--- src/rtl/skew_feed_hs.sv ---
// Systolic edge skewer: one M-lane vector per handshake; lane i emitted after D(i) steps.
// Latency D(i) = REVERSE ? M-i : i+1 cycles; out_done pulses M cycles after the last fire.
// Backpressure: hold freezes everything; in_ready drops during hold, flush and drain.
module skew_feed_hs #(
    parameter int M       = 3,
    parameter int DW      = 8,
    parameter int REVERSE = 0
) (
    input  logic            CLK,
    input  logic            RST_N,
    input  logic            flush,
    input  logic            hold,
    input  logic            in_valid,
    output logic            in_ready,
    input  logic            in_last,
    input  logic [M*DW-1:0] in_data,
    output logic [M*DW-1:0] out_data,
    output logic [M-1:0]    out_valid,
    output logic            out_done,
    output logic            busy
);

    localparam int CW = (M > 1) ? $clog2(M) : 1;

    typedef enum logic [1:0] {IDLE, STREAM, DRAIN} state_t;

    state_t          state;
    state_t          state_nxt;
    logic            step;
    logic            fire;
    logic            done_nxt;
    logic [CW-1:0]   cnt;
    logic [M-1:0]    lane_busy;

    assign step = !hold && !flush;
    assign fire = in_valid && in_ready;

    always_ff @(posedge CLK or negedge RST_N) begin
        if (!RST_N) begin
            state <= IDLE;
        end else if (flush) begin
            state <= IDLE;
        end else if (step) begin
            state <= state_nxt;
        end
    end

    always_comb begin
        state_nxt = state;
        case (state)
            IDLE, STREAM: begin
                if (fire) begin
                    if (!in_last)   state_nxt = STREAM;
                    else if (M > 1) state_nxt = DRAIN;
                    else            state_nxt = IDLE;
                end
            end
            DRAIN:   if (cnt == CW'(1)) state_nxt = IDLE;
            default: state_nxt = IDLE;
        endcase
    end

    // A single-stage build has nothing to drain, so the last fire completes immediately.
    always_comb begin
        in_ready = !hold && !flush && (state != DRAIN);
        done_nxt = step && (((state == DRAIN) && (cnt == CW'(1))) ||
                            ((M == 1) && fire && in_last));
    end

    always_ff @(posedge CLK or negedge RST_N) begin
        if (!RST_N) begin
            cnt      <= '0;
            out_done <= 1'b0;
        end else if (flush) begin
            cnt      <= '0;
            out_done <= 1'b0;
        end else begin
            out_done <= done_nxt;
            if (step) begin
                if (fire && in_last)    cnt <= CW'(M - 1);
                else if (state == DRAIN) cnt <= cnt - CW'(1);
            end
        end
    end

    for (genvar i = 0; i < M; i++) begin : g_lane
        localparam int D = (REVERSE != 0) ? (M - i) : (i + 1);

        logic [DW-1:0] dat [D];
        logic [D-1:0]  vld;

        // Bubbles load zero data so downstream accumulators see a neutral operand.
        always_ff @(posedge CLK or negedge RST_N) begin
            if (!RST_N) begin
                for (int s = 0; s < D; s++) dat[s] <= '0;
                vld <= '0;
            end else if (flush) begin
                for (int s = 0; s < D; s++) dat[s] <= '0;
                vld <= '0;
            end else if (step) begin
                dat[0] <= fire ? in_data[DW*i +: DW] : '0;
                vld[0] <= fire;
                for (int s = 1; s < D; s++) begin
                    dat[s] <= dat[s-1];
                    vld[s] <= vld[s-1];
                end
            end
        end

        assign out_data[DW*i +: DW] = dat[D-1];
        assign out_valid[i]         = vld[D-1];
        assign lane_busy[i]         = |vld;
    end

    assign busy = (state != IDLE) || (|lane_busy);

endmodule

--- config.mk ---
export PLATFORM = sky130hd
export DESIGN_NAME = skew_feed_hs
export DESIGN_NICKNAME = d
export VERILOG_FILES = /design/src/rtl/skew_feed_hs.sv
export SDC_FILE = /design/constraint.sdc
export NUM_CORES = 1
export LEC_CHECK = 0
export CAP_MARGIN = 5
export CORE_MARGIN = 2
export CORE_UTILIZATION = 30
export CTS_CLUSTER_SIZE = 12
export DETAILED_ROUTE_END_ITERATION = 10
export GPL_TIMING_DRIVEN = 0
export PLACE_DENSITY = 0.5
export SLEW_MARGIN = 0
export SYNTH_ARGS = -nofsm -noshare
export SYNTH_HDL_FRONTEND = slang
export SYNTH_SLANG_ARGS = --single-unit
--- constraint.sdc ---
create_clock -name CLK -period 1.5 [get_ports CLK]
set_input_delay 0.3 -clock CLK [delete_from_list [all_inputs] [get_ports CLK]]
set_output_delay 0.3 -clock CLK [all_outputs]
set_load 0.1 [all_outputs]
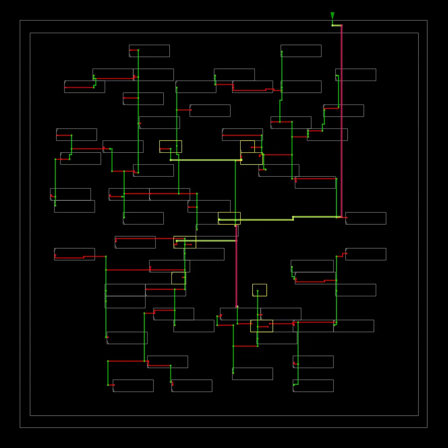
*Clock wiring as the flow saved it, run 1*
clk_buf instances: 5
Late-Pin Clk Latency: 0.31 ns
power in the clock group: 0.879 mW
seq_cells: 56

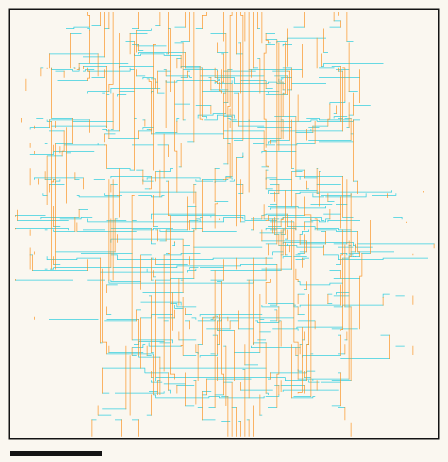
*Wiring by layer, run 1*
Scale bar: 20 µm. Only two layers are drawn.
colour	layer	wire length
orange	M2	2,490 µm
cyan	M1	2,300 µm
drt total wl: 5.12 mm
GRT Resource Usage Total: 12.6%

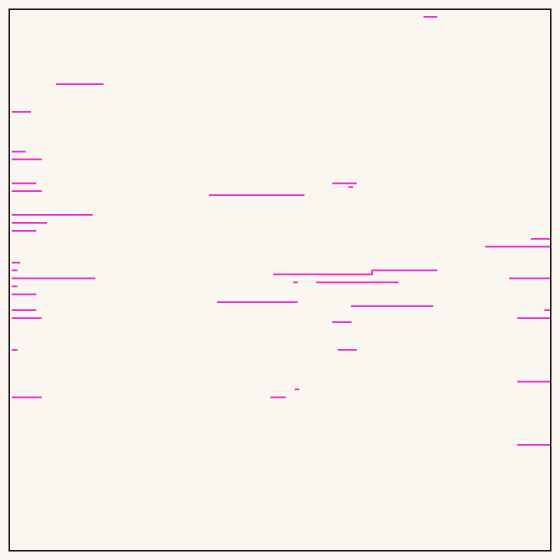
*Met3 routing, run 1*
longest straight run	16.8 µm
wire length on this layer	222 µm
nets with wire on the layer	32
share of all routed wire	4.3%
main direction	horizontal
M3 GR Usage: 2.60%
routed vias: 1,637

==> impl_metrics.py, run 1 <==
# Physical implementation metrics
metrics = {
    "layout": {
        "seqCellArea_mm2": 0.00141,
        "syn2layout_area_growth_pct": 34.4,
        "comb_share_pct": 24.1,
        "final_area_mm2": 0.00317,
        "nonClkBufAreaFrac_pct": 24.2,
        "seq_share_pct": 44.4,
        "num-nets-final": 291,
        "nFillCells": 758,
        "mostFrequentLayoutCell": "dfrtp_1",
        "largest_register": "g_lane.dat",
        "final-clk-cell-share_pct": 3.00,
        "instances_no_fill": 363,
        "biggestCellCategory": "sequential cells",
    },
    "placed_design": {
        "io_buffers": 57,
        "hpwl_mm": 3.47,
        "dpl.cell_count": 352,
        "globalplace.congestion": 0.692,
        "dpl_worst_slack_ns": -0.892,
    },
    "status": {
        "run_status": "finished, violations left",
        "violations": "negative setup slack",
    },
    "yosys": {
        "async_flop_share_pct": 100,
        "ys_sh_adder_pct": 0.531,
        "most_common_cell": "dfrtp_1",
        "syn_inst": 192,
        "top_cells_by_area": "dfrtp_1, mux2i_1, a22o_1, buf_4, nor2_1",
        "syn_avg_cell_area_um2": 12.3,
        "yosys.area_share.aoi_pct": 11.2,
        "yosys_cells": 192,
        "synth_area_leader_cell": "dfrtp_1",
        "edf_count": 0,
        "netlist.area_leader.share_pct": 59.5,
        "synth.distinct_cells": 28,
        "syn_area_mm2": 0.00236,
        "fp_nets": 223,
    },
    "power_and_ir_drop": {
        "p_leak_nw": 1.62,
    },
    "final_timing": {
        "post-route-period-util_pct": 104,
        "hold_ws_ns": 0.348,
        "drv_slew": 0,
        "finalSetupViolCount": 2,
        "rsz0062_at_grt": "true",
        "timing.slew.headroom_pct": 64.0,
        "layout_setup_ws_ns": -0.0543,
        "timing.setup.tns_ns": -0.0875,
        "fmax_mhz": 643,
    },
    "hold_path": {
        "hold_depth": 3,
        "holdCritPathClass": "in -> reg",
        "hold_end": "cnt[0]",
    },
    "job": {
        "cap_violations": 0,
    },
    "floorplanning": {
        "core_area_mm2": 0.00769,
        "io_pins": 60,
        "fp_util_pct": 30.6,
        "chipArea_mm2": 0.00858,
        "die_w_um": 92.6,
        "tapCellCount": 102,
        "rows": 32,
    },
    "clock_network": {
        "path_clk_slew_ns": 0.11,
        "cts_max_level": 2,
        "clock-sinks": 56,
        "post_cts_buffers": 1,
        "cts_resized": 174,
        "clockBufferDepth": 2,
    },
    "critical_path": {
        "crit_type": "reg -> out",
        "critical_path_arrival_ns": 1.25,
        "r2r_cells": 7,
        "r2r_end": "g_lane[2].dat[21]",
        "crit_path_top_delay_cell": "dfrtp_2",
        "cp_cell_sequence": "nor2b_4, nor3_4, buf_12",
        "endpoint_kind": "primary output",
        "crit_path_start_kind": "register",
        "path_delay_family": "flip-flops",
    },
    "drt": {
        "drt_pass1_iterations": 4,
        "ant_nets": 0,
    },
    "global_routing": {
        "antenna_found_initial": 0,
        "grt-ovfl-total": 0,
        "grt_max_degree": 35,
    },
}
## run 1: layer usage
layer	share of wire, %	track usage, %	wire (µm)	vias up
li1	-	-	-	780
met2	49	19.8	2490	45
met5	0	0	0	-
met3	4.3	2.60	222	9
met4	2.2	6.00	113	0
met1	45	16.8	2300	803
## run 1: worst max-delay path by stage
stage,endpoint,cells past startpoint,slack [ns],startpoint
finish,in_ready,3,-0.05,state[1]
global placement,g_lane[2].vld[2],1,-1.91,RST_N
floorplan,in_ready,3,-0.22,hold
detailed placement,in_ready,4,-0.89,flush
CTS,in_ready,3,-0.08,state[1]
global route,in_ready,3,-0.12,state[1]
## run 1: power breakdown
part	total [mW]	internal [mW]	switching, mW
sequential	1.58	1.55	0.0281
clock	0.879	0.345	0.534
combinational	0.519	0.195	0.324
total	2.98	2.09	0.886
==> run 2: changes to the inputs <==
--- a/config.mk
+++ b/config.mk
@@ -12,6 +12,7 @@
 export DETAILED_ROUTE_END_ITERATION = 10
 export GPL_TIMING_DRIVEN = 0
 export PLACE_DENSITY = 0.5
+export SKIP_LAST_GASP = 1
 export SLEW_MARGIN = 0
 export SYNTH_ARGS = -nofsm -noshare
 export SYNTH_HDL_FRONTEND = slang
==> impl_metrics.py, run 2 <==
# Physical implementation metrics
metrics = {
    "yosys": {
        "synth_area_leader_cell": "dfrtp_1",
        "top_cells_by_area": "dfrtp_1, mux2i_1, a22o_1, buf_4, nor2_1",
        "yosys_cells": 192,
        "ys_sh_adder_pct": 0.531,
        "syn_avg_cell_area_um2": 12.3,
        "edf_count": 0,
        "async_flop_share_pct": 100,
        "most_common_cell": "dfrtp_1",
        "fp_nets": 223,
        "netlist.area_leader.share_pct": 59.5,
        "syn_inst": 192,
    },
    "global_routing": {
        "grt-ovfl-total": 0,
        "grt-busiest-layer": "met2",
        "gr-usage-met1_pct": 16.8,
        "met3_usage_pct": 2.60,
        "grt_max_degree": 35,
        "antenna_found_initial": 0,
    },
    "layout": {
        "seq_cells": 56,
        "syn2layout_area_growth_pct": 33.8,
        "instances_no_fill": 363,
        "num-nets-final": 291,
        "largest_register": "g_lane.dat",
        "final-clk-cell-share_pct": 3.02,
        "comb_share_pct": 24.1,
        "seqCellArea_mm2": 0.00141,
        "mostFrequentLayoutCell": "dfrtp_1",
        "num-clock-buffers": 5,
        "seq_share_pct": 44.6,
    },
    "critical_path": {
        "crit_type": "reg -> out",
        "critPathLaunch": "state[1]",
        "crit_path_start_kind": "register",
        "path_delay_family": "flip-flops",
        "cp_cell_sequence": "nor2b_4, nor3_4, buf_12",
        "crit_path_top_delay_cell": "dfrtp_2",
        "r2r_cells": 7,
        "r2r_end": "g_lane[2].dat[21]",
        "critical_path_arrival_ns": 1.26,
        "endpoint_kind": "primary output",
        "cp.depth": 3,
    },
    "placed_design": {
        "dpl.cell_count": 352,
        "globalplace.congestion": 0.692,
        "hpwl_mm": 3.47,
        "dpl_worst_slack_ns": -0.892,
        "io_buffers": 57,
    },
    "final_timing": {
        "timing.setup.tns_ns": -0.0848,
        "post-route-period-util_pct": 104,
        "rsz0062_at_grt": "true",
        "timing.slew.headroom_pct": 64.0,
        "drv_slew": 0,
        "fmax_mhz": 642,
        "hold_ws_ns": 0.349,
        "layout_setup_ws_ns": -0.0571,
        "finalSetupViolCount": 2,
    },
    "clock_network": {
        "cts_resized": 174,
        "path_clk_slew_ns": 0.11,
        "clockBufferDepth": 2,
        "clk_latency_ns": 0.31,
        "post_cts_buffers": 1,
    },
    "floorplanning": {
        "core_area_mm2": 0.00769,
        "tapCellCount": 102,
        "chipArea_mm2": 0.00858,
        "die_w_um": 92.6,
        "rows": 32,
        "fp_util_pct": 30.6,
    },
    "drt": {
        "num_vias": 1637,
        "wl_met2_mm": 2.48,
        "wl_met3_um": 190,
        "ant_nets": 0,
        "top_layer": "met4",
        "wl_met1_mm": 2.35,
        "drt_pass1_iterations": 4,
    },
    "hold_path": {
        "hold_end": "cnt[0]",
        "hold_depth": 3,
    },
    "power_and_ir_drop": {
        "p_leak_nw": 1.62,
    },
    "status": {
        "violations": "negative setup slack",
        "run_status": "finished, violations left",
    },
    "job": {
        "cap_violations": 0,
    },
}
run 2: kinds of logic after synthesis:
family                   count (synthesis)
buffers and inverters                   32
adder cells (fa/ha/maj)                  1
flip-flops                              56
multiplexers                            26
AND/OR/NAND/NOR                         44
AND-OR/OR-AND                           33
run 2: power breakdown:
part | internal [mW] | leakage (nW) | switching (mW) | total, mW
sequential | 1.55 | 0.766 | 0.0280 | 1.58
clock | 0.345 | 0.0491 | 0.529 | 0.875
combinational | 0.192 | 0.802 | 0.324 | 0.516
total | 2.09 | 1.62 | 0.881 | 2.97
run 2: worst min-delay path: cells and delay by family:
kind	cells	cell delay, ns
and+or+nand+nor	1	0.12
AOI/OAI and AO/OA	1	0.05
buffers and inverters	1	0.15
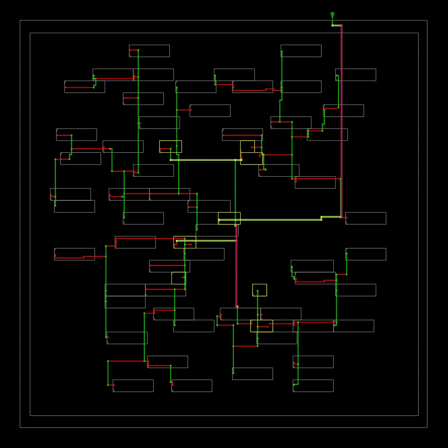
*Clock wiring as the flow saved it, run 2*
CTS sink cnt: 56
Worst Clk Skew: 0.00725 ns

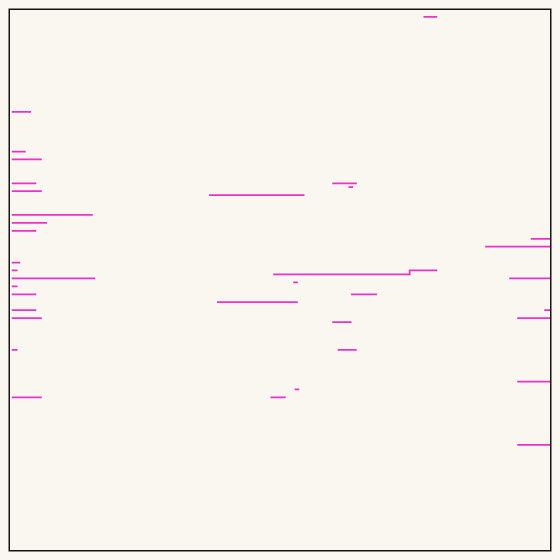
*Met3 routing, run 2*
drt total wl: 5.13 mm

Power figures rest on the tool's default switching activity, not on a simulated workload.
